`src/rtl/sobel_pkg.sv`:
```
// Shared types, kernel weights and the saturating magnitude helper for Sobel filtering.
package sobel_pkg;

    localparam int PIX_W = 11;

    typedef enum logic [1:0] {
        IDLE   = 2'd0,
        ACTIVE = 2'd1,
        DRAIN  = 2'd2,
        DONE   = 2'd3
    } state_t;

    localparam int K_EDGE   = 1;
    localparam int K_CENTRE = 2;

    // |gx|+|gy| clamped to the largest pix_w-bit unsigned value.
    function automatic int sat_mag(input int gx, input int gy, input int pix_w);
        int ax;
        int ay;
        int lim;
        ax  = (gx < 0) ? -gx : gx;
        ay  = (gy < 0) ? -gy : gy;
        lim = (1 << pix_w) - 1;
        return ((ax + ay) > lim) ? lim : (ax + ay);
    endfunction

endpackage

```
`src/rtl/sobel_window_calc.sv`:
```
// Combinational Sobel kernel: a 3x3 window (index row*3+col, col 2 rightmost) in, saturated magnitude out.
module sobel_window_calc
    import sobel_pkg::*;
#(
    parameter int PIX_W = sobel_pkg::PIX_W
) (
    input  logic [8:0][PIX_W-1:0] i_win,
    output logic [PIX_W-1:0]      o_mag
);

    localparam int GW = PIX_W + 3;

    logic signed [GW-1:0] w_gx;
    logic signed [GW-1:0] w_gy;

    assign w_gx = GW'((K_EDGE * int'(i_win[2]) + K_CENTRE * int'(i_win[5]) + K_EDGE * int'(i_win[8]))
                    - (K_EDGE * int'(i_win[0]) + K_CENTRE * int'(i_win[3]) + K_EDGE * int'(i_win[6])));

    assign w_gy = GW'((K_EDGE * int'(i_win[6]) + K_CENTRE * int'(i_win[7]) + K_EDGE * int'(i_win[8]))
                    - (K_EDGE * int'(i_win[0]) + K_CENTRE * int'(i_win[1]) + K_EDGE * int'(i_win[2])));

    assign o_mag = PIX_W'(sat_mag(int'(w_gx), int'(w_gy), PIX_W));

endmodule

```
`src/rtl/sobel_stream_ctrl.sv`:
```
// Frame sequencer: streams pixels through two line buffers and a sliding window, emitting interior gradients.
module sobel_stream_ctrl
    import sobel_pkg::*;
#(
    parameter int PIX_W = sobel_pkg::PIX_W,
    parameter int IMG_W = 8,
    parameter int IMG_H = 7
) (
    input  logic                         clk,
    input  logic                         rst_n,
    input  logic                         i_start,
    output logic                         o_busy,
    output logic                         o_done,
    input  logic                         i_in_valid,
    output logic                         o_in_ready,
    input  logic [PIX_W-1:0]             i_in_pix,
    output logic                         o_out_valid,
    input  logic                         i_out_ready,
    output logic [PIX_W-1:0]             o_out_pix,
    output logic [$clog2(IMG_H-2)-1:0]   o_out_row,
    output logic [$clog2(IMG_W-2)-1:0]   o_out_col,
    output state_t                       o_state
);

    localparam int RW  = $clog2(IMG_H);
    localparam int CW  = $clog2(IMG_W);
    localparam int ORW = $clog2(IMG_H - 2);
    localparam int OCW = $clog2(IMG_W - 2);

    state_t              r_state;
    logic [RW-1:0]       r_row;
    logic [CW-1:0]       r_col;
    logic                r_out_valid;
    logic [PIX_W-1:0]    r_out_pix;
    logic [ORW-1:0]      r_out_row;
    logic [OCW-1:0]      r_out_col;

    logic [PIX_W-1:0]    r_lb0 [IMG_W];
    logic [PIX_W-1:0]    r_lb1 [IMG_W];
    // Only the two older window columns are stored; the newest column arrives with the pixel.
    logic [PIX_W-1:0]    r_win [3][2];

    logic                   w_take;
    logic                   w_last;
    logic                   w_emit;
    logic [2:0][PIX_W-1:0]  w_col_new;
    logic [8:0][PIX_W-1:0]  w_win;
    logic [PIX_W-1:0]       w_mag;

    assign o_in_ready = (r_state == ACTIVE) && (!r_out_valid || i_out_ready);
    assign w_take     = i_in_valid && o_in_ready;
    assign w_last     = (r_row == RW'(IMG_H - 1)) && (r_col == CW'(IMG_W - 1));
    assign w_emit     = w_take && (r_row >= RW'(2)) && (r_col >= CW'(2));

    assign w_col_new[0] = r_lb0[r_col];
    assign w_col_new[1] = r_lb1[r_col];
    assign w_col_new[2] = i_in_pix;

    always_comb begin
        w_win = '0;
        for (int r = 0; r < 3; r++) begin
            w_win[r*3 + 0] = r_win[r][0];
            w_win[r*3 + 1] = r_win[r][1];
            w_win[r*3 + 2] = w_col_new[r];
        end
    end

    sobel_window_calc #(
        .PIX_W (PIX_W)
    ) u_calc (
        .i_win (w_win),
        .o_mag (w_mag)
    );

    always_ff @(posedge clk or negedge rst_n) begin
        if (!rst_n) begin
            r_state <= IDLE;
            r_row   <= '0;
            r_col   <= '0;
        end else begin
            case (r_state)
                IDLE: begin
                    if (i_start) begin
                        r_state <= ACTIVE;
                        r_row   <= '0;
                        r_col   <= '0;
                    end
                end
                ACTIVE: begin
                    if (w_take) begin
                        if (r_col == CW'(IMG_W - 1)) begin
                            r_col <= '0;
                            r_row <= r_row + RW'(1);
                        end else begin
                            r_col <= r_col + CW'(1);
                        end
                        if (w_last) r_state <= DRAIN;
                    end
                end
                DRAIN: begin
                    if (!r_out_valid) r_state <= DONE;
                end
                DONE: r_state <= IDLE;
                default: r_state <= IDLE;
            endcase
        end
    end

    // A new result can only load when the previous one is gone or leaving, so nothing is dropped.
    always_ff @(posedge clk or negedge rst_n) begin
        if (!rst_n) begin
            r_out_valid <= 1'b0;
            r_out_pix   <= '0;
            r_out_row   <= '0;
            r_out_col   <= '0;
        end else if (w_emit) begin
            r_out_valid <= 1'b1;
            r_out_pix   <= w_mag;
            r_out_row   <= ORW'(r_row - RW'(2));
            r_out_col   <= OCW'(r_col - CW'(2));
        end else if (i_out_ready) begin
            r_out_valid <= 1'b0;
        end
    end

    always_ff @(posedge clk) begin
        if (w_take) begin
            r_lb0[r_col] <= r_lb1[r_col];
            r_lb1[r_col] <= i_in_pix;
            for (int r = 0; r < 3; r++) begin
                r_win[r][0] <= r_win[r][1];
                r_win[r][1] <= w_col_new[r];
            end
        end
    end

    assign o_busy      = (r_state != IDLE);
    assign o_done      = (r_state == DONE);
    assign o_out_valid = r_out_valid;
    assign o_out_pix   = r_out_pix;
    assign o_out_row   = r_out_row;
    assign o_out_col   = r_out_col;
    assign o_state     = r_state;

endmodule

```
`config.mk`:
```
export PLATFORM = sky130hd
export DESIGN_NAME = sobel_stream_ctrl
export DESIGN_NICKNAME = d
export VERILOG_FILES = /design/src/rtl/sobel_pkg.sv /design/src/rtl/sobel_window_calc.sv /design/src/rtl/sobel_stream_ctrl.sv
export SDC_FILE = /design/constraint.sdc
export NUM_CORES = 1
export LEC_CHECK = 0
export ABC_AREA = 1
export ABC_CLOCK_PERIOD_IN_PS = 15650
export CAP_MARGIN = 0
export CORE_MARGIN = 3
export CORE_UTILIZATION = 31
export DETAILED_ROUTE_END_ITERATION = 12
export HOLD_SLACK_MARGIN = 0.02
export MAX_ROUTING_LAYER = met4
export PLACE_DENSITY = 0.53
export SLEW_MARGIN = 15
export SYNTH_ARGS = -nofsm -noshare
export SYNTH_HDL_FRONTEND = slang
export SYNTH_SLANG_ARGS = --single-unit
```
`constraint.sdc`:
```
create_clock -name clk -period 15.65 [get_ports clk]
set_clock_uncertainty 0.1 [all_clocks]
set_input_delay 3.13 -clock clk [delete_from_list [all_inputs] [get_ports clk]]
set_output_delay 3.13 -clock clk [all_outputs]
set_load 0.1 [all_outputs]
```
A small window of the routed layout:
Region (166, 45) to (196, 75) µm. Cells in gray, sequential cells in the stronger gray; small squares are vias.
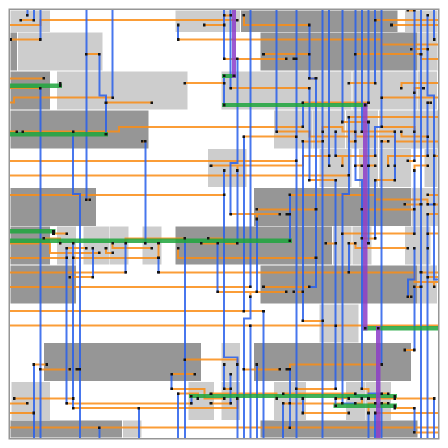
| color | layer |
|---|---|
| purple | metal 4 |
| blue | metal 2 |
| orange | metal 1 |
| green | metal 3 |
cells with their middle in the window: 43
sequential cells in the window: 9
netlist names of flops here include: `r_lb0` (8), `r_win` (1)
most frequent: nor2_1 (9), edfxtp_1 (9)

Drive-strength map:
Bar = 50 µm.
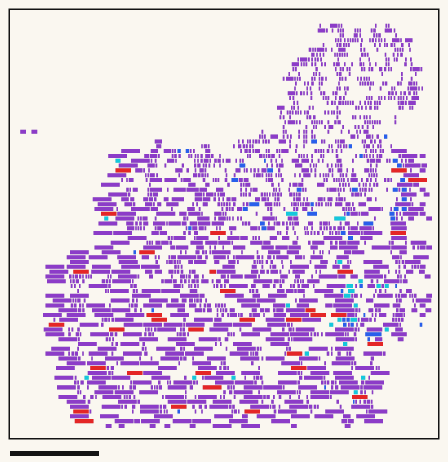
| color | size | cells | share |
|---|---|---|---|
| purple | _0 and _1 cells | 1,895 | 95% |
| red | _6 and larger | 33 | 1.6% |
| cyan | _3 and _4 cells | 24 | 1.2% |
| blue | _2 cells | 49 | 2.4% |

per-stage QoR:
| step | util [%] | setup WS [ns] | hold WS [ns] |
|---|---|---|---|
| 5_1_grt | 35.9 | 5.56 | 0.315 |
| 3_3_place_gp | 34.2 | 6.41 | 0.302 |
| 2_1_floorplan | - | 7.76 | 0.300 |
| 6_report | 35.9 | 6.56 | 0.310 |
| 3_5_place_dp | 34.2 | 6.37 | 0.305 |
| 4_1_cts | 35.9 | 6.57 | 0.311 |
routing by layer:
metal  up-vias  routed length [µm]  GRT usage (%)  share of wire (%)
met2       193               18300           23.4                 45
li1       6370                   -              -                  -
met1      5915               20700           20.6                 51
met4         0                 633           2.37                1.5
met3        43                1300           1.61                3.2
met5         -                   0              -                  0
worst paths after layout:
path                                  to  slack [ns]        start  depth (start not counted)
max                        o_out_pix[10]        6.56     r_col[1]                         41
max in group asynchronous       r_col[0]       12.57        rst_n                          1
max reg2reg                o_out_pix[10]        6.56     r_col[1]                         41
min reg2reg                 r_win[1][19]        0.31  r_win[1][8]                          0
min in group asynchronous    o_out_valid        2.48        rst_n                          1
min                         r_win[1][19]        0.31  r_win[1][8]                          0
synthesized netlist by cell type (18+ instances only):
| cell type | instances | share of area [%] |
|---|---|---|
| o21ai_0 | 123 | 3.6 |
| o22ai_1 | 26 | 0.95 |
| xnor2_1 | 26 | 1.3 |
| xor2_1 | 61 | 3.1 |
| clkbuf_1 | 30 | 0.66 |
| fa_1 | 49 | 5.7 |
| nand3_1 | 55 | 1.6 |
| nor2_1 | 265 | 5.8 |
| ha_1 | 121 | 8.8 |
| a21oi_1 | 75 | 2.2 |
| inv_1 | 290 | 6.3 |
| edfxtp_1 | 242 | 42 |
| dfrtp_1 | 26 | 3.8 |
| nand2_1 | 387 | 8.5 |
| a31oi_1 | 18 | 0.66 |
area by class of cell:
cell class / count / share of cell area [%]
Clock buffer: 35 / 3.73
Timing Repair Buffer: 52 / 2.47
Tap cell: 739 / 4.75
Sequential cell: 268 / 40.6
Multi-Input combinational cell: 1335 / 41.8
Inverter: 294 / 5.66
Clock inverter: 17 / 0.957
flip-flops by register name, summed over array words and instances (netlist names):
| signal | cells |
|---|---|
| r_lb0 | 88 |
| r_lb1 | 88 |
| r_win | 66 |
| o_out_pix | 11 |
| o_out_col | 3 |
| o_out_row | 3 |
| r_col | 3 |
| r_row | 3 |
| o_state | 2 |
| o_out_valid | 1 |
worst reg2reg max path: cells and delay by family (launching register included):
kind	cells	cell delay (ns)
compound gates	9	2.12
buf+inv	5	1.23
xor+xnor	4	1.02
fa+ha+maj	6	2.24
simple gates	17	1.85
flops	1	0.36
logic make-up after synthesis:
group	share of synthesized area, %
fa+ha+maj	14.5
flops	46.1
compound gates	9.86
buf+inv	7.48
other cells	0.0218
xor+xnor	4.72
simple gates	17.3
==> impl_results.rst <==
Flow metrics
------------

.. list-table::
   :header-rows: 1

   * - Metric
     - Value
   * - Clock period minus worst slack
     - 9.09 ns
   * - Summed area of non-filler cells in the final layout
     - 0.0195 mm²
   * - Part of the Yosys area used for sequential elements
     - 46.1%
   * - Global-route wire length before repair
     - 66.5 mm
   * - Summed standard-cell area reported by yosys
     - 0.0172 mm²
   * - Fraction of layout cells with a size suffix above 1
     - 5.30%
   * - Number of remaining DRC errors
     - 0
   * - Critical path required time
     - 15.95 ns
   * - Starting density of the core
     - 31.6%
   * - Area of the placeable core
     - 0.0543 mm²
   * - Ys cells
     - 1,903
   * - Antenna violations before repair
     - 0
   * - Post-Synthesis Mean Instance Area
     - 9.03 µm²
   * - Count of warnings emitted by yosys
     - 0
   * - Bufs on Longest Clock Path
     - 3
   * - Arrival time of the worst setup path
     - 9.38 ns
   * - Critical path buffer and inverter count
     - 5
   * - Standard-cell row count
     - 85
   * - Total vias in the final route
     - 12.5k
   * - Total of buffers placed on input and output ports
     - 38
   * - Path type of the worst setup path
     - flop to flop
   * - Final worst path period share
     - 58.1%
   * - Run status
     - finished clean
   * - TritonCTS clock tree
     - done
   * - Syn Inst Count
     - 1,903
   * - Top library cells by usage in the layout, fill and taps aside
     - 387 x nand2_1, 289 x inv_1, 257 x nor2_1
   * - Number of max-cap violations
     - 0
   * - IO Count
     - 39
   * - Count of placed standard cells including taps
     - 2,688
   * - Clock tree root buffer cell
     - clkbuf_16
   * - Prevailing post-synth register cell
     - edfxtp_1
   * - Multi-input gate area
     - 0.00814 mm²
   * - Mapped cell area
     - 0.0172 mm²
   * - Number of enable flip-flop cells
     - 242
   * - RSZ-0062 raised after global routing
     - no
   * - Tot GR Track Use
     - 14.7%
   * - First DRT Iteration DRCs
     - 832
   * - Total detailed-routing wirelength
     - 40.9 mm
   * - Clock input transition at the sequential cells of the worst setup and hold paths
     - 0.07 ns
   * - CTS Buf Count
     - 28
   * - Chip area
     - 0.0583 mm²
   * - Fill cell instance count of the final layout
     - 5,537
   * - Hold buffer count at CTS
     - 0
   * - Via-per-instance ratio
     - 4.57
   * - Antenna Nets Post-Route
     - 0
   * - Most frequent logic cell in the layout
     - nand2_1
   * - DP Area
     - 0.0186 mm²
   * - Count of final setup violators
     - 0
   * - Gate family responsible for the most delay along the worst path
     - adder cells
   * - GRT Residual Overflow
     - 0
   * - Fmax
     - 0.110 GHz
   * - Clock H-tree levels
     - 1
   * - Highest cell delay on the worst timing path
     - 0.73 ns
   * - Initial DRT Pass Iterations
     - 8
   * - CP max stage cell
     - inv_2
   * - Total negative setup slack
     - 0 ns
   * - Tool warning count
     - 34
   * - CP endpoint kind
     - flop
   * - Number of global-route vias before repair
     - 12.4k
   * - Wire length per cell after detailed routing
     - 14.9 µm
   * - Insertion delay to the later sink of the worst-skew pair
     - 0.56 ns
   * - Fraction of registers with async set or reset after synthesis
     - 9.70%
   * - Final RePlAce weighted congestion
     - 0.877
   * - Fin. Hold Viols
     - 0
   * - Number of distinct library cell variants in the gate-level netlist after synthesis
     - 47
   * - Relative area change from synthesis to final layout
     - 13.4%
   * - Horizontal extent of the die
     - 241 µm
   * - Sort of element at the start of the critical path
     - flop
   * - Antenna diodes
     - 0
   * - Post-DP HPWL
     - 29.5 mm
   * - Non-filler instance count after layout
     - 2,740
